**config.mk**
```make
export PLATFORM = sky130hd
export DESIGN_NAME = wb_port_arbiter
export DESIGN_NICKNAME = d
export VERILOG_FILES = /design/src/rtl/wb_port_arbiter.sv
export SDC_FILE = /design/constraint.sdc
export NUM_CORES = 1
export LEC_CHECK = 0
export CORE_AREA = 5 5 116 74
export CTS_CLUSTER_DIAMETER = 200
export CTS_CLUSTER_SIZE = 12
export DETAILED_ROUTE_END_ITERATION = 8
export DIE_AREA = 0 0 121 79
export GPL_ROUTABILITY_DRIVEN = 0
export PLACE_DENSITY_LB_ADDON = 0.12
export SLEW_MARGIN = 20
export SYNTH_ARGS = -nofsm -noshare
export SYNTH_HDL_FRONTEND = slang
export SYNTH_SLANG_ARGS = --single-unit
```
**constraint.sdc**
```tcl
create_clock -name clk -period 4.2 [get_ports clk]
set_input_delay 0.84 -clock clk [delete_from_list [all_inputs] [get_ports clk]]
set_output_delay 0.84 -clock clk [all_outputs]
set_load 0.1 [all_outputs]
```
**src/rtl/wb_port_arbiter.sv**
```systemverilog
// Register-file write-port arbiter: stage-3 writeback (no back-pressure) versus a
// long-latency unit parked in a one-entry hold buffer, with starvation stall and squash.
module wb_port_arbiter #(
   parameter int unsigned DATA_W       = 32,
   parameter int unsigned SEL_W        = 5,
   parameter int unsigned STARVE_LIMIT = 4,
   parameter int unsigned CNT_W        = 3
) (
   input  logic              clk,
   input  logic              rst,
   input  logic              a_we,
   input  logic [SEL_W-1:0]  a_wsel,
   input  logic [DATA_W-1:0] a_wdata,
   input  logic              b_valid,
   input  logic [SEL_W-1:0]  b_wsel,
   input  logic [DATA_W-1:0] b_wdata,
   output logic              b_ready,
   output logic              rf_we,
   output logic [SEL_W-1:0]  rf_wsel,
   output logic [DATA_W-1:0] rf_wdata,
   output logic              pipe_stall,
   output logic              hold_valid,
   output logic [SEL_W-1:0]  hold_wsel,
   output logic              squash
);

   localparam logic [CNT_W:0] LIMIT = STARVE_LIMIT[CNT_W:0];

   logic [DATA_W-1:0] hold_data;
   logic [CNT_W-1:0]  wait_cnt;
   logic [CNT_W:0]    wait_inc;

   logic              we_n, stall_n, squash_n, hv_n, b_xfer;
   logic [SEL_W-1:0]  wsel_n, hsel_n;
   logic [DATA_W-1:0] wdata_n, hdata_n;
   logic [CNT_W-1:0]  cnt_n;

   assign b_ready  = !hold_valid;
   assign b_xfer   = b_valid && !hold_valid;
   assign wait_inc = {1'b0, wait_cnt} + {{CNT_W{1'b0}}, 1'b1};

   always_comb begin
      we_n     = 1'b0;
      wsel_n   = rf_wsel;
      wdata_n  = rf_wdata;
      stall_n  = 1'b0;
      squash_n = 1'b0;
      hv_n     = hold_valid;
      hsel_n   = hold_wsel;
      hdata_n  = hold_data;
      cnt_n    = wait_cnt;

      if (pipe_stall && hold_valid) begin
         we_n    = 1'b1;
         wsel_n  = hold_wsel;
         wdata_n = hold_data;
         hv_n    = 1'b0;
      end else if (a_we) begin
         we_n    = 1'b1;
         wsel_n  = a_wsel;
         wdata_n = a_wdata;
         if (hold_valid) begin
            if (hold_wsel == a_wsel) begin
               hv_n     = 1'b0;
               squash_n = 1'b1;
            end else begin
               if (wait_cnt != '1)
                  cnt_n = wait_inc[CNT_W-1:0];
               stall_n = (wait_inc >= LIMIT);
            end
         end else if (b_xfer) begin
            // Incoming B already overwritten by the younger A write: accept and drop.
            if (b_wsel == a_wsel) begin
               squash_n = 1'b1;
            end else begin
               hv_n    = 1'b1;
               hsel_n  = b_wsel;
               hdata_n = b_wdata;
            end
         end
      end else if (hold_valid) begin
         we_n    = 1'b1;
         wsel_n  = hold_wsel;
         wdata_n = hold_data;
         hv_n    = 1'b0;
      end else if (b_xfer) begin
         hv_n    = 1'b1;
         hsel_n  = b_wsel;
         hdata_n = b_wdata;
      end

      if (!hv_n)
         cnt_n = '0;
   end

   always_ff @(posedge clk) begin
      if (!rst) begin
         rf_we      <= 1'b0;
         rf_wsel    <= '0;
         rf_wdata   <= '0;
         pipe_stall <= 1'b0;
         squash     <= 1'b0;
         hold_valid <= 1'b0;
         hold_wsel  <= '0;
         hold_data  <= '0;
         wait_cnt   <= '0;
      end else begin
         rf_we      <= we_n;
         rf_wsel    <= wsel_n;
         rf_wdata   <= wdata_n;
         pipe_stall <= stall_n;
         squash     <= squash_n;
         hold_valid <= hv_n;
         hold_wsel  <= hsel_n;
         hold_data  <= hdata_n;
         wait_cnt   <= cnt_n;
      end
   end

endmodule
```
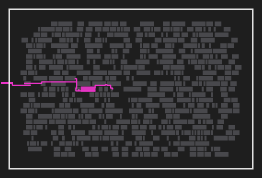
run_1/io_fan.png
Scale: 2 px per um.
- magenta: `pipe_stall` (bits 1; direction output; end cells 1; buffers 1; wire 68.9 um)
IO Port Bufs: 124
io pins: 125

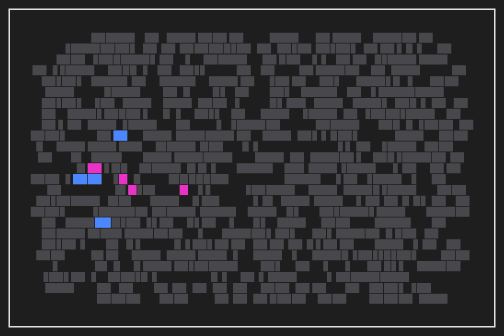
run_1/logic_types.png
Scale: 4 px per um.
- blue: non-inverting ao/oa cells (cells 4; where middle left)
- magenta: and/or cells (cells 4; most used and3_1; where middle left)
post-route insts no fill: 602
Comb/total area: 33.5%
commonest non-fill, non-tap cell in the layout: clkdlybuf4s50_1

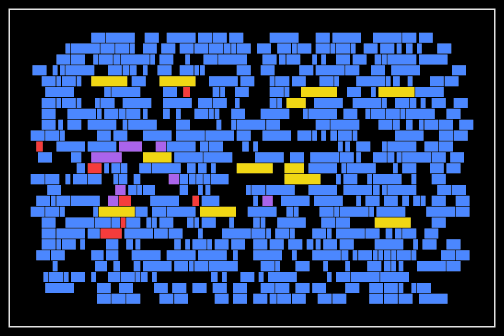
run_1/sizes.png
Scale: 4 px per um.
- purple: _3 and _4 cells (cells 7; share 1.4%)
- red: _2 cells (cells 7; share 1.4%)
- blue: _0 and _1 cells (cells 468; share 95%)
- yellow: _6 and larger (cells 12; share 2.4%)

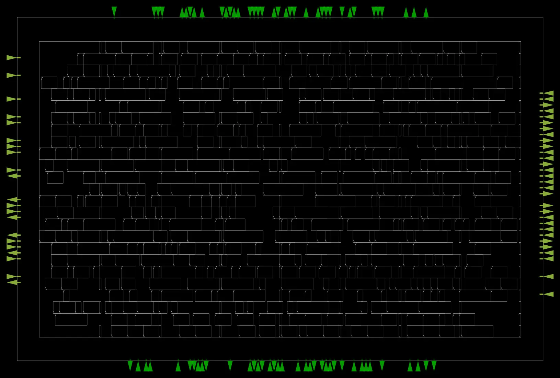
run_1/placement.png
cell row count: 25
tap cells: 108
Seq cells: 81

==> deck_impl_summary.md, run 1 <==
Flow Results at a Glance

Run status
  – Status: finished, final reports clean

Final layout
  – NonClk Buf Share: 25.7%
  – Filler cells: 642
  – Final Util: 66.5%
  – Top flop regs: hold_data: 32 flops, rf_wdata: 32 flops
  – CLK BUF: 11

Clocking
  – CTS tree: built
  – Clock slew at reported path FFs: 0.06 ns

Critical path
  – Crit Path Max Fanout: 7
  – Top Family by Delay on Critical Path: buffers and inverters

Power
  – Sequential power share: 41.1%
  – P_leak: 2.03 nW
  – Sw power: 0.000652 W
  – Gate power share: 24.7%

Global route
  – Global-route met2 utilization: 31.1%
  – Most Crowded Layer GR: met2
  – GR Layer Usage met1: 23.6%
  – First-pass GRT wire length: 14200 um

Final timing
  – RSZ-0062 raised after global routing: false

Floorplan
  – Core area: 7540 um2

Synthesis
  – Yosys simple share: 15.4%
  – Cell Area, Synth: 3460 um2
  – Compound Share, Synth: 8.22%
  – Seq share, synth: 46.9%
  – XOR Share, Synth: 2.03%

Placement
  – Place WS: 1.11 ns

Routing
  – First-iteration detailed-routing DRC count: 173
  – Via density: 4.88
  – Post-route ant nets: 0
--- run 2 (diff from run 1) ---
--- a/config.mk
+++ b/config.mk
@@ -5,11 +5,11 @@
 export SDC_FILE = /design/constraint.sdc
 export NUM_CORES = 1
 export LEC_CHECK = 0
-export CORE_AREA = 5 5 116 74
+export CORE_AREA = 5 5 127 81
 export CTS_CLUSTER_DIAMETER = 200
 export CTS_CLUSTER_SIZE = 12
 export DETAILED_ROUTE_END_ITERATION = 8
-export DIE_AREA = 0 0 121 79
+export DIE_AREA = 0 0 132 86
 export GPL_ROUTABILITY_DRIVEN = 0
 export PLACE_DENSITY_LB_ADDON = 0.12
 export SLEW_MARGIN = 20
==> constraint.sdc (replaced) <==
create_clock -name clk -period 2.4 [get_ports clk]
set_input_delay 0.48 -clock clk [delete_from_list [all_inputs] [get_ports clk]]
set_output_delay 0.48 -clock clk [all_outputs]
set_load 0.1 [all_outputs]
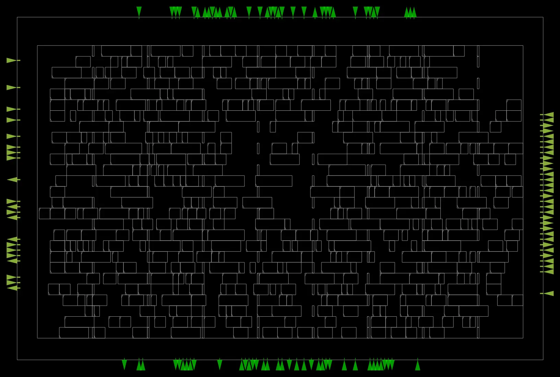
run_2/placement.png
cell row count: 27
flop share of the area: 32.5%
Filler cells: 845

==> deck_impl_summary.md, run 2 <==
Flow Results at a Glance

Run status
  – Status: finished, final reports clean

Global route
  – Most Crowded Layer GR: met2
  – First-pass GRT wire length: 15400 um (+8.5%)
  – GR Layer Usage met1: 22.6% (-1.0 points)

Clocking
  – TritonCTS sink count: 81
  – Worst-Skew Late Latency: 0.33 ns
  – Clock slew at reported path FFs: 0.06 ns (about the same)
  – CTS tree: built

Floorplan
  – Io pins: 125 (unchanged)
  – Core area: 8950 um2 (+19%)
  – Tap cells: 116 (+7.4%)

Routing
  – Post-route ant nets: 0 (unchanged)
  – First-iteration detailed-routing DRC count: 122 (-29%)
  – Wire per inst: 14.9 um
  – Via density: 4.69 (-3.7%)

Power
  – Gate power share: 24.1% (-0.6 points)
  – Sequential power share: 40.1% (-1.0 points)
  – Largest power group: sequential cells

Synthesis
  – Cell Area, Synth: 3460 um2 (unchanged)
  – Post-synth EDFFs: 0
  – XOR Share, Synth: 2.03% (unchanged)
  – Top logic family: multiplexers
  – Seq share, synth: 46.9% (unchanged)
  – Yosys simple share: 15.4% (unchanged)
  – Most frequent cells after synthesis: nand2_1 (113), dfxtp_1 (81), mux2i_1 (74)
  – Compound Share, Synth: 8.22% (unchanged)

Placement
  – IO Port Bufs: 124 (unchanged)
  – Place WS: 0.268 ns (-0.846 ns)

Final layout
  – Clock network area share: 5.79%
  – Top flop regs: hold_data: 32 flops, rf_wdata: 32 flops
  – Seq cells: 81 (unchanged)
  – Commonest non-fill, non-tap cell in the layout: nand2_1
  – Post-route insts no fill: 619 (+2.8%)

Critical path
  – R2R Path Start: hold_valid$_SDFF_PN0_
  – Top Family by Delay on Critical Path: buffers and inverters

Final timing
  – RSZ-0062 raised after global routing: false
--- run 3 (diff from run 2) ---
==> constraint.sdc (replaced) <==
create_clock -name clk -period 1.5 [get_ports clk]
set_input_delay 0.3 -clock clk [delete_from_list [all_inputs] [get_ports clk]]
set_output_delay 0.3 -clock clk [all_outputs]
set_load 0.1 [all_outputs]
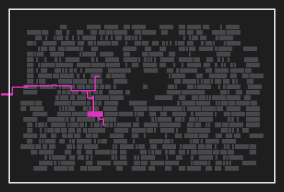
run_3/io_fan.png
Scale: 2 px per um.
- magenta: `pipe_stall` (bits 1; direction output; end cells 1; buffers 1; wire 88.2 um)

==> deck_impl_summary.md, run 3 <==
Flow Results at a Glance

Routing
  – Wire per inst: 16.1 um (+7.9%)
  – Post-route ant nets: 0 (unchanged)

Final layout
  – Top flop regs: hold_data: 32 flops, rf_wdata: 32 flops
  – Flop share of the area: 27.4% (-5.1 points)
  – Post-route insts no fill: 637 (+2.9%)
  – Commonest non-fill, non-tap cell in the layout: nand2_1
  – Filler cells: 719 (-15%)
  – Seq cells: 81 (unchanged)

Global route
  – Most Crowded Layer GR: met2
  – First-pass GRT wire length: 16500 um (+6.8%)
  – GR Layer Usage met1: 23.3% (+0.64 points)

Critical path
  – R2R Path Start: pipe_stall$_SDFF_PP0_
  – Top Family by Delay on Critical Path: flip-flops

Power
  – Largest power group: sequential cells
  – Sequential power share: 37.9% (-2.2 points)
  – Gate power share: 27.8% (+3.7 points)

Synthesis
  – Most frequent cells after synthesis: nand2_1 (113), dfxtp_1 (81), mux2i_1 (74)
  – Seq share, synth: 46.9% (unchanged)
  – Yosys simple share: 15.4% (unchanged)
  – Cell Area, Synth: 3460 um2 (unchanged)
  – Post-synth EDFFs: 0 (unchanged)
  – XOR Share, Synth: 2.03% (unchanged)
  – Compound Share, Synth: 8.22% (unchanged)

Floorplan
  – Core area: 8950 um2 (unchanged)
  – Tap cells: 116 (unchanged)
  – Io pins: 125 (unchanged)
  – Cell row count: 27 (unchanged)

Run status
  – Status: finished, final reports clean

Clocking
  – TritonCTS sink count: 81 (unchanged)
  – Worst-Skew Late Latency: 0.33 ns (about the same)
  – Clock slew at reported path FFs: 0.06 ns (about the same)
Power is estimated from default activity; no workload was simulated.
